===== src/rtl/player_physics.sv =====
// Per-frame player integrator: horizontal wrap, gravity/bounce, upward scroll with
// height score, and fall-off-screen death. Every update happens on the frame tick.
module player_physics #(
    parameter int FPS         = 60,
    parameter int CLK         = 25_000_000,
    parameter int SCREEN_W    = 640,
    parameter int SCREEN_H    = 480,
    parameter int START_X     = 300,
    parameter int START_Y     = 400,
    parameter int SCROLL_LINE = 120,
    parameter int GRAVITY     = 1,
    parameter int MAX_FALL_V  = 15,
    parameter int JUMP_V      = -12
) (
    input  logic                        clk,
    input  logic                        rst,
    input  logic [$clog2(CLK/FPS):0]    fps_counter,
    input  logic signed [8:0]           delta_x,
    input  logic [1:0]                  game_state,
    input  logic                        platform_hit,
    output logic [9:0]                  player_x,
    output logic signed [10:0]          player_y,
    output logic signed [7:0]           vy,
    output logic                        jump,
    output logic [7:0]                  scroll_dy,
    output logic [19:0]                 score,
    output logic                        game_over
);

    typedef enum logic [1:0] {IDLE, PLAY, DEAD} state_t;

    localparam logic signed [11:0] W_S      = 12'(SCREEN_W);
    localparam logic signed [11:0] H_S      = 12'(SCREEN_H);
    localparam logic signed [11:0] SCROLL_S = 12'(SCROLL_LINE);
    localparam logic signed [8:0]  GRAV_S   = 9'(GRAVITY);
    localparam logic signed [8:0]  MAXV_S   = 9'(MAX_FALL_V);
    localparam logic signed [8:0]  JUMP_S   = 9'(JUMP_V);

    state_t             state;
    logic               tick;
    logic               advance;
    logic               bounce;
    logic               scrolled;
    logic               dies;
    logic signed [11:0] xs;
    logic [9:0]         x_next;
    logic signed [8:0]  vy_sum;
    logic signed [8:0]  vy_next;
    logic signed [11:0] y_next;
    logic [7:0]         dy_next;
    logic [20:0]        score_sum;
    logic [19:0]        score_next;

    assign tick    = &fps_counter;
    assign advance = tick && ((state == PLAY) || (state == IDLE && game_state == 2'd1));

    // Next-frame kinematics, only committed when advance is high.
    always_comb begin
        xs = $signed({2'b00, player_x}) + $signed({{3{delta_x[8]}}, delta_x});
        if (xs < 0)
            x_next = 10'(xs + W_S);
        else if (xs >= W_S)
            x_next = 10'(xs - W_S);
        else
            x_next = 10'(xs);

        bounce = platform_hit && !vy[7];
        vy_sum = $signed({vy[7], vy}) + GRAV_S;
        if (bounce)
            vy_next = JUMP_S;
        else if (vy_sum > MAXV_S)
            vy_next = MAXV_S;
        else
            vy_next = vy_sum;

        y_next   = $signed({player_y[10], player_y}) + $signed({{3{vy_next[8]}}, vy_next});
        scrolled = y_next < SCROLL_S;
        dies     = y_next >= H_S;
        dy_next  = 8'(SCROLL_S - y_next);

        score_sum  = {1'b0, score} + {13'd0, dy_next};
        score_next = score_sum[20] ? '1 : score_sum[19:0];
    end

    always_ff @(posedge clk) begin
        if (rst) begin
            state     <= IDLE;
            player_x  <= 10'(START_X);
            player_y  <= 11'(START_Y);
            vy        <= '0;
            jump      <= 1'b0;
            scroll_dy <= '0;
            score     <= '0;
            game_over <= 1'b0;
        end else begin
            jump <= 1'b0;
            if (advance) begin
                player_x <= x_next;
                vy       <= vy_next[7:0];
                jump     <= bounce;
                if (dies) begin
                    state     <= DEAD;
                    game_over <= 1'b1;
                    player_y  <= y_next[10:0];
                    scroll_dy <= '0;
                end else if (scrolled) begin
                    state     <= PLAY;
                    player_y  <= SCROLL_S[10:0];
                    scroll_dy <= dy_next;
                    score     <= score_next;
                end else begin
                    state     <= PLAY;
                    player_y  <= y_next[10:0];
                    scroll_dy <= '0;
                end
            end
        end
    end

endmodule


===== config.mk =====
export PLATFORM = sky130hd
export DESIGN_NAME = player_physics
export DESIGN_NICKNAME = d
export VERILOG_FILES = /design/src/rtl/player_physics.sv
export SDC_FILE = /design/constraint.sdc
export NUM_CORES = 1
export LEC_CHECK = 0
export ABC_AREA = 1
export CORE_ASPECT_RATIO = 2
export CORE_MARGIN = 5
export CORE_UTILIZATION = 40
export DETAILED_ROUTE_END_ITERATION = 8
export GPL_ROUTABILITY_DRIVEN = 0
export HOLD_SLACK_MARGIN = 0.08
export PLACE_DENSITY = 0.71
export REMOVE_ABC_BUFFERS = 1
export SLEW_MARGIN = 10
export SYNTH_ARGS = -nofsm -noshare
export SYNTH_HDL_FRONTEND = slang
export SYNTH_SLANG_ARGS = --single-unit

===== constraint.sdc =====
create_clock -name clk -period 4.7 [get_ports clk]
set_clock_uncertainty 0.1 [all_clocks]
set_input_delay 0.47 -clock clk [delete_from_list [all_inputs] [get_ports clk]]
set_output_delay 0.47 -clock clk [all_outputs]
set_load 0.02 [all_outputs]

**Logic cells by family**

(2 px per µm)
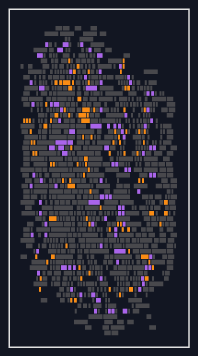
Key: purple = aoi and oai cells [cells 98, most used a21oi_1]; orange = nor cells [cells 96, most used nor2_1]
Comb area share: 49.84%
commonest non-fill, non-tap cell in the layout: nand2_1
final cell count without fillers: 1,159

**Signal wires by layer**

(4 px per µm)
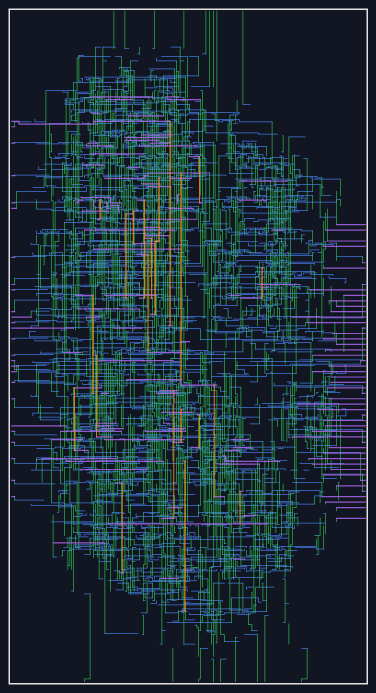
Key: green = metal 2 [wire length 8,580 µm]; orange = metal 4 [wire length 459 µm]; blue = metal 1 [wire length 7,200 µm]; purple = metal 3 [wire length 1,240 µm]
Detailed Route WL: 17,480 µm
total global-route track usage: 22.76%
total via count in the routed design: 6,148
routed wire length per instance: 15.08 µm

**Power grid**

(3 px per µm) Pins as bars on the die edge.
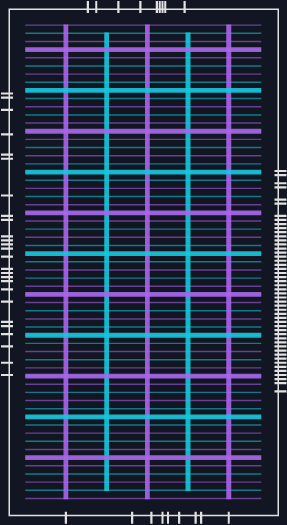
Key: cyan = VDD; purple = VSS
11 straps on met5. The core has 58 rows. 5 straps on met4.
chip height: 168.3 µm
worst vdd ir: 0.1786 mV
area inside the core boundary: 0.01241 mm²
horizontal die dimension: 89.13 µm

==> summary.txt <==
Notes on the flow run.

- The flow ran to the end, but the final reports show violations.
- The final reports fail on negative setup slack.
- The number of register bits inferred by synthesis is 61, for reference.
- Looking at the global route congestion table, the highest-usage layer is met2.
- Before any placement, the netlist area is recorded as 0.005009 mm².
- The detailed router reports a met2 wire length of 8578 µm.
- Setup repair after global routing could not meet its margin everywhere.
- On the critical path the largest part of the delay comes from simple AND/OR/NAND/NOR gates.
- The multi-input combinational cell area is ~0.0038 mm², for reference.
- The worst min-delay path startpoint is scroll_dy[7], for reference.
- The initial antenna violation count is 0, for reference.
- Dividing the final minimum period by the clock period gives 106.7%.
- The largest registers in the layout are score x20, player_y x11, player_x x10.
- The chip area is 0.01500 mm², for reference.
- The part of the total power dissipated in sequential elements is 36.2%, for reference.
- The internal power is 1.042 mW, for reference.
- In this run, the synthesized area fraction spent on and/or/nand/nor cells is recorded as 39.62%.
- The number of warnings the tools reported is 31, for reference.
- In the Yosys stats the netlist draws on 37 distinct library cells.
- The first global-routing pass estimated 27,680 µm of wire.
- During synthesis, Yosys emitted a total of 0 warnings.
- Summing all placed instances gives a cell area of approximately 0.0066 mm².
- The final-report max-slew violation count is 0, for reference.
- After Yosys synthesis, full adders, half adders and majority gates account for 10.44% of the synthesized area.
- The worst setup path is launched from a flop.
- The script extracted a net switching power of just under 0.4 mW.
- The worst hold slack after final layout is 367.1 ps, for reference.
- In this run, post-CTS hold repair placed 0 buffers.
- The combinational gate power is 0.260 mW, for reference.
- The worst setup path is captured at a flop.
- The required time of the critical path is between 4000 and 5000 ps, for reference.
- Combinational logic burns 18.2% of the power.
- Entering global routing, the biggest net connects 45 pins.
- The clock transition at the register clock pins on the worst setup and hold paths after CTS is approximately 60 ps, for reference.
- Checking hold timing, the worst path is listed with class flop to flop.
- The number of hold violations in the final report is 0, for reference.
- More flip-flops sit in one register than any other, and that register is score.
- Per the CTS log, the buffer count on the longest clock path is 2.
- The average instance area after synthesis is a little over 6 µm², for reference.
- The multiplexer fraction of the synthesized cell area is 0%, for reference.
- The fraction of met2 tracks used by global routing is 38.68%, for reference.
- The final antenna diode tally reported by the flow is 0.
- During placement, the flow inserted port buffers numbering 92.
- The slowest stage cell on the critical path is fa_2, for reference.
- Sequential power for this build is 0.517 mW.
- The global-route congestion overflow total is 0, for reference.
- The worst path in the final design needs a cycle of about 5000 ps, including I/O delays and setup.
- The clock H-tree reported by CTS has 3 levels.
- The net count reported at finish is 1,080, for reference.
- The origin of the critical flop-to-flop path is vy[0], for reference.
- The slew of the pin with the lowest slew margin is 663.2 ps, for reference.
- The global-route track usage on met3 is 3.722%, for reference.
- In the post-route analysis, the smallest setup slack over all paths is -317.2 ps.
- The uppermost metal layer occupied by signal nets is met4, for reference.
- The wire-length estimate of the detail-placed layout is 11,490 µm.
- The power density relative to cell area is 185.2 mW/mm², for reference.
- The count of endpoints failing setup in the final report is 20, for reference.
- The register with the most flip-flops in the layout has 20 of them.
- The area of all sequential standard cells is approximately 0.0012 mm², for reference.
- The aoi/oai-family share of the synthesized area is approximately 11%, for reference.
- Looking at the post-CTS report, the setup buffer insertion count equals 17.
- Prior to clock tree synthesis, the placed netlist has a worst setup slack of -362.8 ps.
- Power comes to 1.428 mW.
- Among the non-sequential cells, simple AND/OR/NAND/NOR gates take the most area.
- Timing would allow up to 199.3 MHz.
- The fraction of final layout cells with drive strength greater than 1 is 24.38%, for reference.
- For reference, the top cells by area after synthesis are dfxtp_1, nand2_1, nand3_1, ha_1, inv_1.
- The cell count in the Yosys report is 818, for reference.
- The core occupancy in the finished layout is 62.13%, for reference.
- The routed length on met3 is 1240 µm, for reference.
- The worst slew margin relative to its limit is 55.74%, for reference.
- In the final routing, the length of wire on met1 measures 7199 µm.
- Looking at the clock tree report, the root buffer type is clkbuf_16.
- The synthesized design contains 0 enable-type register cells.
- Once detail routing completed, the nets flagged for antenna violations numbered 0.
- According to the timing report, the critical path is launched from vy[0].
- The number of global-route vias before repair is 6,001, for reference.
- The total I/O pin count is 93, for reference.
**Clock nets**

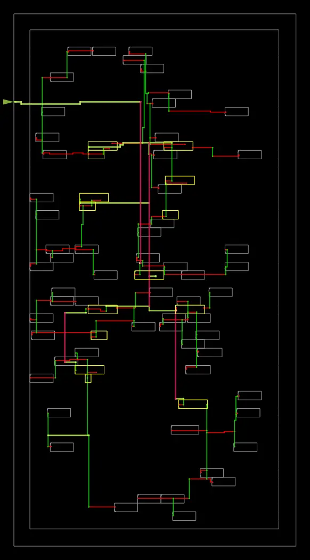
number of clock sinks: 61
TritonCTS buffer count: 9
# clk buffers: 13
flop count: 61

**Clock network drawn from the DEF**

(2 px per µm)
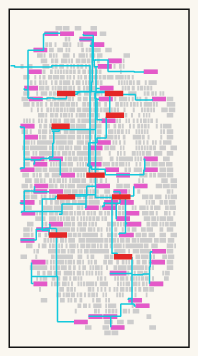
Key: cyan = clock wires [length 1,070 µm]; magenta = flip-flops [count 61]; red = clock drivers [count 9]
There are 10 routed clock nets. Position of the flops: spread over the die.
clock network latency to the later pin of the worst-skew pair: 340 ps
clock network power: 0.651 mW
proportion of power drawn by the clock network: 45.6%

==> worst paths after layout <==
path / cells past startpoint / slack [ps] / to
max: 34 / -320 / score[16]
min reg2reg: 2 / 370 / scroll_dy[7]
min: 2 / 370 / scroll_dy[7]
max reg2reg: 34 / -320 / score[16]
==> cells in the mapped netlist (8+ instances only) <==
library cell  number
xor2_1            19
nand3_1           94
nand4_1           22
nand2_1          229
clkbuf_1          12
dfxtp_1           61
nor2_1            85
inv_1            102
or2_2              8
o21ai_0           28
a21oi_1           57
ha_1              37
==> layout make-up <==
cell class,count,area share (%)
repair buffers,196,22.62
flip-flops and latches,61,15.92
well taps,150,2.434
inverters,110,5.388
clock buffers,13,3.635
multi-input cells,627,49.84
clock inverters,1,0.06491
repair inverters,1,0.09737
Power figures rest on the tool's default switching activity, not on a simulated workload.
